==> run_1/logic_types.png <==
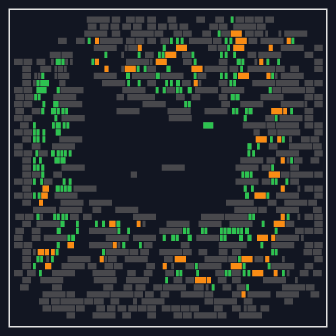
==> run_1/placement.png <==
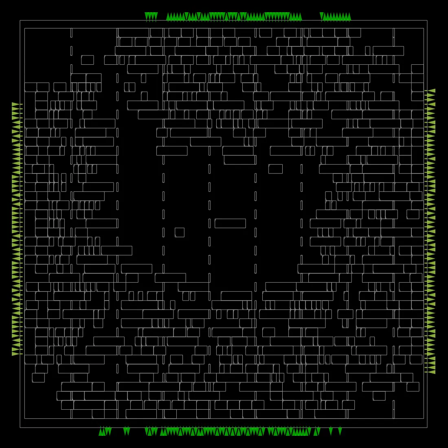
==> run_1/layer_met2.png <==
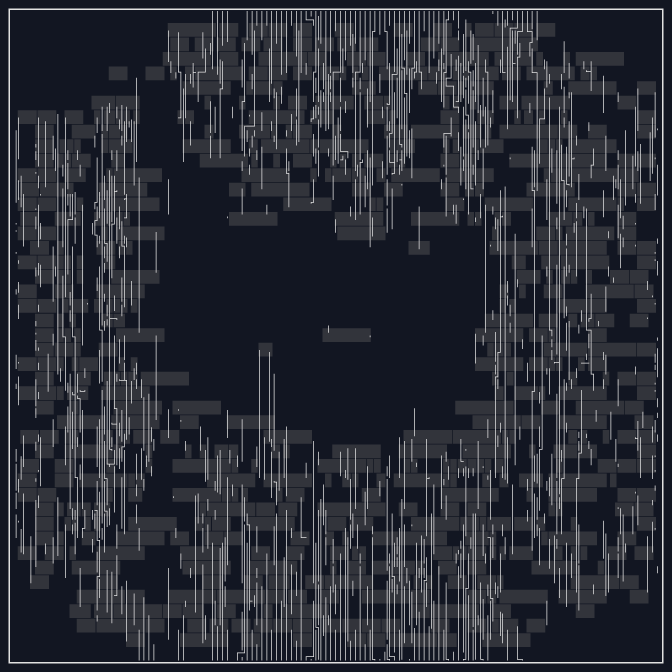
==> run_1/clk_routes.png <==
The bar under the picture is 20 um long.
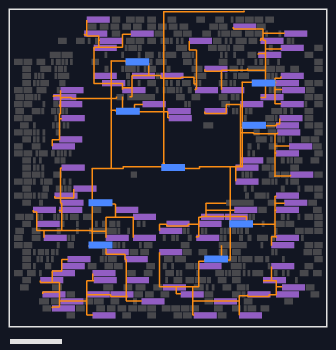
--- src/rtl/pc_ir_unit.sv ---
// PC, IR and MDR stage of the multicycle CPU; resolves the PC write from controller strobes.
// Define PC_IR_PERF_CNT_EN to add saturating instruction and taken-branch counters.
module pc_ir_unit #(
  parameter int unsigned     PC_W     = 32,
  parameter logic [PC_W-1:0] RESET_PC = '0,
  parameter int unsigned     CNT_W    = 16
) (
  input  logic            clock,
  input  logic            reset,
  input  logic            PCWrite_ctrl,
  input  logic            PCWriteCond_ctrl,
  input  logic            BEQ_ctrl,
  input  logic [1:0]      PCSrc_ctrl,
  input  logic            IRWrite_ctrl,
  input  logic [PC_W-1:0] alu_result_in,
  input  logic [PC_W-1:0] alu_out_in,
  input  logic            alu_zero_in,
  input  logic [31:0]     mem_data_in,
  output logic [PC_W-1:0] pc_out,
  output logic [5:0]      Instruction_ctrlOut,
  output logic [4:0]      rd_out,
  output logic [4:0]      rs_out,
  output logic [4:0]      rt_out,
  output logic [15:0]     imm_out,
  output logic [PC_W-1:0] jump_target_out,
  output logic [31:0]     mdr_out,
`ifdef PC_IR_PERF_CNT_EN
  output logic [CNT_W-1:0] instr_count_out,
  output logic [CNT_W-1:0] branch_taken_count_out,
`endif
  output logic            pc_write_en_out
);

  logic [PC_W-1:0] pc;
  logic [31:0]     ir;
  logic [31:0]     mdr;
  logic            branchCond;
  logic            pcWriteEn;
  logic            pcLoad;
  logic [PC_W-1:0] nextPc;
  logic [PC_W-1:0] jumpTarget;

  assign jumpTarget = {pc[PC_W-1:26], ir[25:0]};

  // PCSrc 11 is reserved: even an enabled write must leave the PC untouched.
  always_comb begin
    branchCond = BEQ_ctrl ? alu_zero_in : ~alu_zero_in;
    pcWriteEn  = PCWrite_ctrl | (PCWriteCond_ctrl & branchCond);
    nextPc     = pc;
    pcLoad     = 1'b0;
    case (PCSrc_ctrl)
      2'b00: begin nextPc = alu_result_in; pcLoad = pcWriteEn; end
      2'b01: begin nextPc = alu_out_in;    pcLoad = pcWriteEn; end
      2'b10: begin nextPc = jumpTarget;    pcLoad = pcWriteEn; end
      default: begin nextPc = pc;          pcLoad = 1'b0;      end
    endcase
  end

  always_ff @(posedge clock or posedge reset) begin
    if (reset) begin
      pc  <= RESET_PC;
      ir  <= '0;
      mdr <= '0;
    end else begin
      if (pcLoad)       pc <= nextPc;
      if (IRWrite_ctrl) ir <= mem_data_in;
      mdr <= mem_data_in;
    end
  end

`ifdef PC_IR_PERF_CNT_EN
  logic [CNT_W-1:0] instrCount;
  logic [CNT_W-1:0] branchTakenCount;

  // Both counters stick at all-ones rather than wrapping.
  always_ff @(posedge clock or posedge reset) begin
    if (reset) begin
      instrCount       <= '0;
      branchTakenCount <= '0;
    end else begin
      if (IRWrite_ctrl && (instrCount != '1))
        instrCount <= instrCount + 1'b1;
      if (PCWriteCond_ctrl && branchCond && !PCWrite_ctrl && (branchTakenCount != '1))
        branchTakenCount <= branchTakenCount + 1'b1;
    end
  end

  assign instr_count_out        = instrCount;
  assign branch_taken_count_out = branchTakenCount;
`endif

  assign pc_out              = pc;
  assign Instruction_ctrlOut = ir[31:26];
  assign rd_out              = ir[25:21];
  assign rs_out              = ir[20:16];
  assign rt_out              = ir[15:11];
  assign imm_out             = ir[15:0];
  assign jump_target_out     = jumpTarget;
  assign mdr_out             = mdr;
  assign pc_write_en_out     = pcWriteEn;

endmodule

--- config.mk ---
export PLATFORM = sky130hd
export DESIGN_NAME = pc_ir_unit
export DESIGN_NICKNAME = d
export VERILOG_FILES = /design/src/rtl/pc_ir_unit.sv
export SDC_FILE = /design/constraint.sdc
export NUM_CORES = 1
export LEC_CHECK = 0
export ABC_AREA = 1
export CAP_MARGIN = 10
export CORE_UTILIZATION = 30
export CTS_CLUSTER_DIAMETER = 30
export DETAILED_ROUTE_END_ITERATION = 16
export PLACE_DENSITY = 0.63
export RECOVER_POWER = 25
export SYNTH_ARGS = -nofsm -noshare
export SYNTH_HDL_FRONTEND = slang
export SYNTH_SLANG_ARGS = --single-unit
--- constraint.sdc ---
create_clock -name clock -period 8.2 [get_ports clock]
set_input_delay 0.82 -clock clock [delete_from_list [all_inputs] [get_ports clock]]
set_output_delay 0.82 -clock clock [all_outputs]
set_load 0.02 [all_outputs]
==> flow_metrics.tcl, run 1 <==
# implementation run metrics
set metrics [dict create \
    status "finished with violations" \
    violations "max-capacitance violations, max-slew violations" \
    fin_crit_sh_pct 41.0 \
    wirelength_um 12200 \
    final.min_clock_period_ns 3.36 \
    max_freq_mhz 298 \
    mux_share_pct 1.56 \
    maxCapViolCount 1 \
    syn-num-nets 563 \
    cts_buffer_depth 2 \
    cp_data_arrival_time_ns 2.54 \
    crit_path_start_kind "input port" \
    grt_max_degree 69 \
    dpl-instance-area_mm2 0.00653 \
    dp.final_hpwl_um 8790 \
    top_area_cell "dfrtp_1" \
    cts_htree_levels 3 \
    yosys_area_mm2 0.00432 \
    placed_cells 815 \
    timing.rr.start "ir[0]" \
    numSynthFlops 96 \
    syn_area_mm2 0.00432 \
    grt_setup_unrepaired "no" \
    clockRootBuffer "clkbuf_16" \
    cts_setup_buffers 0 \
    initCoreUtil_pct 30.9 \
    buffer_area_share_pct 34.6 \
    top_logic_kind "simple AND/OR/NAND/NOR gates" \
    setup_viol 0 \
    skew_ns 0.00760 \
    relSlewSlack_pct -53.8 \
    yosysWarnings 0 \
    p_leak_nw 3.14 \
    clk_pin_slew_ns 0.06 \
    ctsResizeCount 0 \
    timing.rr.end "pc_out[0]" \
    synthCells 454 \
    hold_path.class "flop to flop" \
    setup_tns_ns 0 \
    critPathCaptureType "primary output" \
    grt_pass1_wl_um 18900 \
    n_all_buffers 240 \
    ys_sh_xor_pct 0 \
    cp-startpoint "alu_zero_in" \
    cts.sinks 96 \
    antenna_found_initial 0 \
    postCtsHoldBufs 0 \
    cp_max_fo 35 \
    finalInstanceArea_mm2 0.00692 \
    dominant_cells "registers" \
    finalHoldViolations 0 \
    pre_cts_slack_ns 4.84 \
    tap_cells 180 \
    drtIter0Drc 140 \
    ios 239 \
    yosys_cells 454 \
    wire_per_inst_um 14.7 \
    gp_congestion 0.792 \
    grt_usage_pct 16.6 \
    n_clock_buffer 9 \
    rrSetupSlack_ns 7.28 \
    io_buffers 238 \
    drive_gt1_share_pct 7.83 \
    nNetsFinal 755 \
    syn_area_per_cell_um2 9.52 \
    synth.area.top_cells "dfrtp_1 56%, nand2_1 14%, buf_4 7.8%" \
    p_total_mw 1.49 \
    drc 0 \
    finalWorstSetupSlack_ns 4.84 \
    slew_violations 59 \
    synth_seq_share_pct 55.6 \
    tightestPinTransition_ns 2.31 \
    first_global_vias 3740 \
    crit_path_end "pc_write_en_out" \
    nMultiInputCombCells 264 \
    sh_comb_area_pct 19.9 \
    nonClockInverterCount 35 \
    rows 43 \
    num_vias 3735 \
    num_antenna_cells 0 \
    die_h_um 122 \
    regArea_mm2 0.00240 \
    drtAntennaViolNets 0 \
    synth_cell_types 21 \
    tool_warnings 29 \
    logic_area_mm2 0.00138 \
    required_ns 7.38 \
    fillCellCount 1339 \
    adder_share_pct 1.16 \
    clk_latency_ns 0.34 \
    synthSimpleGateAreaFrac_pct 19.3 \
    final-clk-cell-share_pct 5.66 \
    final_cells 831 \
    die_area_mm2 0.0149 \
    synth.top_cell.area_share_pct 55.6 \
    overflow 0 \
    first_pass_iters 4 \
    ys_sh_aoi_pct 9.84 \
    rr_worst_depth 4 \
    final_util_pct 49.5 \
    holdWs_ns 0.480 \
    viasPerCell 4.49 \
    area_growth_pct 60.1 \
]
## Picture notes: logic_types.png
green -> nand cells  # cells 200, most used nand2_1, where widely spread
orange -> aoi and oai cells  # cells 52, most used o21ai_0, where widely spread

## Picture notes: placement.png
flip-flops: 96
Seq area share: 34.7%
Core ar.: 0.0140 mm2

## Picture notes: layer_met2.png
nets with wire on the layer = 626
share of all routed wire = 50%
longest straight run = 72.4 um
wire length on this layer = 6080 um
main direction = vertical

## Picture notes: clk_routes.png
orange -> clock wires  # length 1220 um
blue -> clock drivers  # count 9
purple -> flip-flops  # count 96
routed clock nets = 10
flops lie = widely spread

[run 1: Yosys cell counts]
cell	n
o211ai_1	6
buf_6	2
nand2_4	2
nand2_1	163
o21ai_0	26
inv_1	33
nor2_1	1
nand3_2	1
nand4_1	6
buf_4	45
o211ai_2	20
buf_2	6
inv_2	1
nor2_2	1
ha_1	4
nand3_1	27
clkbuf_1	6
clkinv_1	1
nand2_2	1
mux2_2	6
dfrtp_1	96
[run 1: worst max-delay path, cell delays in order]
cell	delay, ns
clkdlybuf4s50_1	0.48
inv_1	0.04
nand2_1	0.06
nand3_2	0.09
nand2_4	0.33
clkdlybuf4s50_1	0.71
[run 1: routing by layer]
layer,track usage [%],vias to the layer above,part of all wire [%]
li1,-,1799,-
met1,19.9,1778,42
met2,28.7,140,50
met3,3.37,18,5.6
met4,7.41,0,2.1
met5,0,-,0
[run 1: worst min path at each step]
stage / slack [ns] / start / to / cells past startpoint
floorplan: 0.58 / pc_out[10] / pc_out[10] / 2
global placement: 0.46 / pc_out[16] / pc_out[16] / 2
detailed placement: 0.46 / pc_out[13] / pc_out[13] / 2
CTS: 0.48 / pc_out[19] / pc_out[19] / 2
global route: 0.50 / pc_out[7] / pc_out[7] / 2
finish: 0.48 / pc_out[6] / pc_out[6] / 2
[run 1: state kept, by name (all words and copies together) (netlist names)]
name     cells
pc_out      32
mdr_out     32
ir          32
[run 1: cells by family after synthesis]
kind of cell             count (synthesis)
AND-OR/OR-AND                           52
adder cells (fa/ha/maj)                  4
buffers and inverters                   94
flip-flops                              96
multiplexers                             6
AND/OR/NAND/NOR                        202
[run 1: power breakdown]
part / internal, mW / total, mW / switching (mW)
Combinational: 0.191 / 0.397 / 0.206
Sequential: 0.523 / 0.554 / 0.0315
Clock: 0.361 / 0.543 / 0.182
==> run_1/placement_by_type.png <==
The bar under the picture is 20 um long.
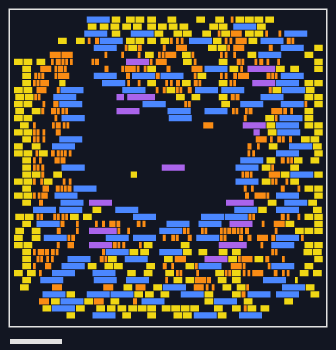

==> inputs of run 2 (changes only) <==
==> constraint.sdc (replaced) <==
create_clock -name clock -period 3.4 [get_ports clock]
set_input_delay 0.34 -clock clock [delete_from_list [all_inputs] [get_ports clock]]
set_output_delay 0.34 -clock clock [all_outputs]
set_load 0.02 [all_outputs]
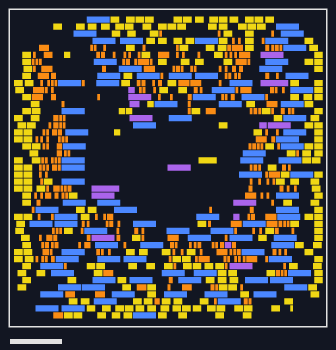
(run_2/placement_by_type.png)
The bar under the picture is 20 um long.
blue -> sequential cells  # cells 96
orange -> combinational and other logic  # cells 299
yellow -> remaining buffers and delay cells  # cells 244
purple -> clock drivers and dummy loads  # cells 16

==> run 2 against run 1 <==
Compared with the run above:
- the flow still finishes with violations (max-capacitance violations, max-slew violations)
- core utilization fell by 0.14 points
- combinational power rose by 140%
- cell area fell by 0.29%
- synthesized area did not move
- global-route usage rose by 0.89 points
- final cell count rose by 0.48%
- total power rose by 130%
- count of clock-buffer cells in the layout did not move
- clock skew fell by 0.0018 ns
- hold slack improved by 0.00098 ns
==> flow_metrics.tcl, run 2 <==
# implementation run metrics
set metrics [dict create \
    combPwrFrac_pct 28.4 \
    area_growth_pct 59.6 \
    synth.area.top_cells "dfrtp_1 56%, nand2_1 14%, buf_4 7.8%" \
    yosys_cells 454 \
    overflow 0 \
    tightestPinTransition_ns 2.35 \
    crit_path_start_kind "input port" \
    violations "max-capacitance violations, max-slew violations" \
    slew_violations 59 \
    rows 43 \
    io_buffers 238 \
    clk_pin_slew_ns 0.07 \
    holdWs_ns 0.481 \
    drtAntennaViolNets 0 \
    wire_per_inst_um 15.1 \
    final_util_pct 49.3 \
    clk_latency_ns 0.34 \
    drc 0 \
    numSynthFlops 96 \
    synth_seq_share_pct 55.6 \
    yosys_area_mm2 0.00432 \
    globalRouteMet2Util_pct 29.9 \
    relSlewSlack_pct -57.0 \
    grt_usage_pct 17.5 \
    grt-busiest-layer "met2" \
    critical_path.top_delay_family "buffers and inverters" \
    cts.sinks 96 \
    finalHoldViolations 0 \
    first_global_vias 3981 \
    drtIter0Drc 134 \
    cts_htree_levels 3 \
    ctsResizeCount 0 \
    finalWorstSetupSlack_ns 1.17 \
    dp.final_hpwl_um 9340 \
    cp_num_buf_inv 1 \
    core_mm2 0.0140 \
    num_antenna_cells 0 \
    p_int_mw 2.38 \
    nNetsFinal 759 \
    wl_met2_um 6470 \
    tool_warnings 29 \
    initCoreUtil_pct 30.9 \
    pre_cts_slack_ns 0.987 \
    postCtsHoldBufs 0 \
    top_layer_used "met4" \
    final_cells 835 \
    async_reset_ff_share_pct 100 \
    pwr-share-clk_pct 32.4 \
    syn_area_mm2 0.00432 \
    die_area_mm2 0.0149 \
    ios 239 \
    wl_met3_um 725 \
    p_seq_share_pct 39.3 \
    grt_setup_unrepaired "no" \
    synthCells 454 \
    required_ns 3.51 \
    status "finished with violations" \
    synth_cell_types 21 \
    placed_cells 819 \
    p_leak_nw 3.13 \
    antenna_found_initial 0 \
    drive_gt1_share_pct 8.40 \
    skew_ns 0.00577 \
    maxCapViolCount 1 \
    critPathCaptureType "flop" \
    sw_frac_of_total_pct 30.2 \
    p_switching_mw 1.03 \
    num_vias 3806 \
    clockRootBuffer "clkbuf_16" \
    synth.top_cell.area_share_pct 55.6 \
    grt_max_degree 68 \
    common_cells "163 x nand2_1, 96 x dfrtp_1, 45 x buf_4" \
    cts_setup_buffers 0 \
    grtUsageMet3_pct 4.21 \
    edf_count 0 \
    syn_area_per_cell_um2 9.52 \
    cp_data_arrival_time_ns 2.35 \
    fin_crit_sh_pct 65.7 \
    first_pass_iters 4 \
    critPathSlowestCell "clkbuf_1" \
    wl_met1_um 5310 \
]
[run 2: netlist changes by cell type in the layout (fill, tap and decap cells not counted), sizes merged]
cell / delta
buf: +4
clkinvlp: +1
bufinv: -3
inv: +2
[run 2: final timing paths]
kind / from / to / slack [ns] / cells past startpoint
worst min-delay path: pc_out[16] / pc_out[16] / 0.48 / 2
min in group asynchronous: reset / mdr_out[27] / 0.65 / 2
worst max register to register: ir[4] / pc_out[4] / 2.51 / 4
max in group asynchronous: reset / ir[12] / 2.02 / 3
worst max-delay path: IRWrite_ctrl / ir[1] / 1.17 / 2
worst min register to register: pc_out[16] / pc_out[16] / 0.48 / 2
[run 2: through the flow]
stage | area, um2 | total power, mW
after floorplan | 4320 | 1.86
after CTS | 6900 | 3.47
after detailed placement | 6570 | 2.34
after global placement | 6570 | 2.33
after global routing | 6900 | 3.59
final | 6900 | 3.41
[run 2: final cells by class]
type                       count  area (um2)  area share, %
clock inverter                 7         103           1.49
timing repair buffer         244        2430           35.3
sequential                    96        2400           34.8
inverter                      35         134           1.94
multi-input combinational    264        1380           19.9
tap                          180         225           3.26
clock buffer                   9         225           3.26
[run 2: cells by family after synthesis]
family / after synthesis / share of synthesized area, %
simple gates: 202 / 19.3
buf+inv: 94 / 12.6
flops: 96 / 55.6
compound gates: 52 / 9.84
mux: 6 / 1.56
fa+ha+maj: 4 / 1.16
[run 2: power groups by stage]
stage | combinational (mW) | sequential [mW] | clock (mW)
after global placement | 0.974 | 1.36 | 0
after CTS | 0.985 | 1.34 | 1.14
after detailed placement | 0.984 | 1.36 | 0
final | 0.968 | 1.34 | 1.10
after global routing | 1.04 | 1.36 | 1.19
after floorplan | 0.364 | 1.50 | 0
==> run_2/clk_routes.png <==
The bar under the picture is 20 um long.
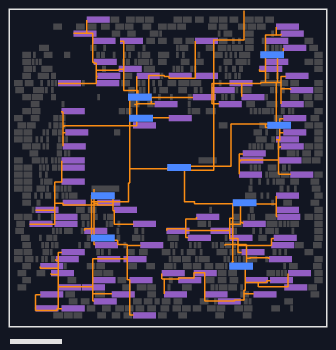

==> inputs of run 3 (changes only) <==
--- a/config.mk
+++ b/config.mk
@@ -10,7 +10,7 @@
 export CORE_UTILIZATION = 30
 export CTS_CLUSTER_DIAMETER = 30
 export DETAILED_ROUTE_END_ITERATION = 16
-export PLACE_DENSITY = 0.63
+export PLACE_DENSITY = 0.65
 export RECOVER_POWER = 25
 export SYNTH_ARGS = -nofsm -noshare
 export SYNTH_HDL_FRONTEND = slang
==> constraint.sdc (replaced) <==
create_clock -name clock -period 2 [get_ports clock]
set_input_delay 0.2 -clock clock [delete_from_list [all_inputs] [get_ports clock]]
set_output_delay 0.2 -clock clock [all_outputs]
set_load 0.02 [all_outputs]
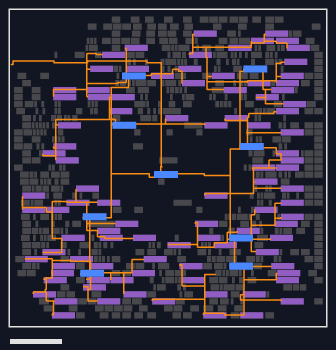
(run_3/clk_routes.png)
The bar under the picture is 20 um long.
orange -> clock wires  # length 1280 um
blue -> clock drivers  # count 9
purple -> flip-flops  # count 96
routed clock nets = 10
flops lie = widely spread

==> run 3 against run 2 <==
Compared with the run above:
- the run now ends clean
- global-route usage up 0.31 points
- clock power up 58%
- final cell count up 0.84%
- die size unchanged
- routed wire length up 4.4%
- setup slack worse by 0.93 ns
- combinational power up 73%
- register-to-register slack worse by 1.4 ns
- non-clock buffer count up 8
- synthesized cell count unchanged
- synthesized area unchanged
- critical path type is now input port to primary output
- largest power group unchanged
==> flow_metrics.tcl, run 3 <==
# implementation run metrics
set metrics [dict create \
    status "complete, no violations" \
    clockRootBuffer "clkbuf_16" \
    final.min_clock_period_ns 1.76 \
    finalHoldViolations 0 \
    core_mm2 0.0140 \
    die_h_um 122 \
    numSynthFlops 96 \
    dpl-instance-area_mm2 0.00668 \
    dp.final_hpwl_um 9630 \
    grt_max_degree 97 \
    yosys_cells 454 \
    setup_viol 0 \
    hold_path.class "input port to flop" \
    viasPerCell 4.52 \
    wire_per_inst_um 15.7 \
    clk_pin_slew_ns 0.07 \
    logic_area_mm2 0.00138 \
    p_leak_nw 3.16 \
    wirelength_um 13200 \
    cts_setup_buffers 0 \
    antenna_found_initial 0 \
    synth.area.top_cells "dfrtp_1 56%, nand2_1 14%, buf_4 7.8%" \
    max_freq_mhz 568 \
    whs_endpoint "mdr_out[29]" \
    common_cells "163 x nand2_1, 96 x dfrtp_1, 45 x buf_4" \
    postCtsHoldBufs 0 \
    die_area_mm2 0.0149 \
    syn_area_mm2 0.00432 \
    io_buffers 238 \
    maxCapViolCount 0 \
    synth_cell_types 21 \
    rr_worst_depth 4 \
    synth_dominant_cell_count "nand2_1" \
    final_util_pct 49.8 \
    async_reset_ff_share_pct 100 \
    timing.rr.start "ir[25]" \
    grt_pass1_wl_um 19900 \
    first_pass_iters 4 \
    num_vias 3803 \
    critPathCaptureType "primary output" \
    layout_top_cell "clkdlybuf4s50_1" \
    cts_buffer_depth 2 \
    crit_path_start_kind "input port" \
    cp_data_arrival_time_ns 1.56 \
    nNetsFinal 767 \
    critPathSlowestCell "clkdlybuf4s50_1" \
    tool_warnings 29 \
    flop_cell "dfrtp_1" \
    top_area_cell "dfrtp_1" \
    cts_tree "yes" \
    cp-startpoint "alu_zero_in" \
    cp_max_fo 2 \
    syn_area_per_cell_um2 9.52 \
    area_growth_pct 61.1 \
    yosysWarnings 0 \
    syn-num-nets 563 \
    crit_path_max_incr_delay_ns 0.61 \
    yosys_area_mm2 0.00432 \
    fillCellCount 1295 \
    edf_count 0 \
    regArea_mm2 0.00240 \
    crit_chain "clkdlybuf4s50_1 > inv_1 > nand2_1 > nand3_2 > nand2_4 > clkdlybuf4s50_1" \
    cts_htree_levels 3 \
    grt_setup_unrepaired "no" \
    setup_tns_ns 0 \
    crit_top_cell "clkdlybuf4s50_1" \
    drive_gt1_share_pct 9.37 \
    ctsResizeCount 0 \
    rows 43 \
    required_ns 1.80 \
    skew_ns 0.00859 \
    slew_violations 0 \
    tightestPinTransition_ns 1.31 \
    synth.top_cell.area_share_pct 55.6 \
    num_antenna_cells 0 \
    rrSetupSlack_ns 1.13 \
    ios 239 \
    drtAntennaViolNets 0 \
    fin_crit_sh_pct 88.1 \
    grt_usage_pct 17.8 \
    synthCells 454 \
    initCoreUtil_pct 30.9 \
    first_global_vias 3817 \
    relSlewSlack_pct 12.4 \
    cts.sinks 96 \
    min_from "mem_data_in[29]" \
    finalInstanceArea_mm2 0.00696 \
    drtIter0Drc 225 \
    timing.rr.end "pc_out[25]" \
    overflow 0 \
    gp_congestion 0.742 \
    clk_latency_ns 0.35 \
    drc 0 \
]
==> run 3: layer usage <==
layer	track usage (%)	part of all wire [%]	wire length [um]	vias up
met3	4.31	6.2	817	13
met1	21.6	42	5550	1812
li1	-	-	-	1824
met4	7.02	1.3	176	0
met5	0	0	0	-
met2	30.3	50	6660	154
==> run 3: where the power goes <==
part | switching [mW] | total (mW) | internal (mW)
sequential | 0.134 | 2.28 | 2.14
clock | 0.770 | 1.74 | 0.967
combinational | 0.856 | 1.67 | 0.816
==> run 3: cell families after synthesis <==
| group | share of synthesized area, % |
|---|---|
| AND/OR/NAND/NOR | 19.3 |
| flip-flops | 55.6 |
| buffers and inverters | 12.6 |
| AND-OR/OR-AND | 9.84 |
| multiplexers | 1.56 |
| adder cells (fa/ha/maj) | 1.16 |
==> run 3: worst max-delay path by stage <==
stage | cells past startpoint | end
after floorplan | 1 | ir[0]
after detailed placement | 6 | pc_out[1]
after CTS | 6 | pc_write_en_out
after global placement | 6 | pc_out[25]
after global routing | 3 | pc_out[29]
final | 6 | pc_write_en_out
==> run 3: per-stage QoR <==
step                      hold WS (ns)  cells  power [mW]  worst slack (ns)
after floorplan                  0.231    454        3.16             0.666
after global placement           0.463    827        3.99            0.0842
after detailed placement         0.466    827        4.01            0.0831
after CTS                        0.303    842        5.76             0.223
after global routing             0.418    842        5.95             0.180
final                            0.433    842        5.69             0.239
==> run 3: cell type report <==
cell class / count / share of cell area, %
sequential: 96 / 34.5
clock inverter: 6 / 0.988
clock buffer: 9 / 3.23
tap: 180 / 3.23
inverter: 35 / 1.94
multi-input combinational: 264 / 19.8
timing repair buffer: 252 / 36.3
==> run 3: critical path, delay by kind of cell <==
kind / cells / cell delay, ns
and+or+nand+nor: 3 / 0.22
buffers and inverters: 3 / 1.13
Power figures rest on the tool's default switching activity, not on a simulated workload.
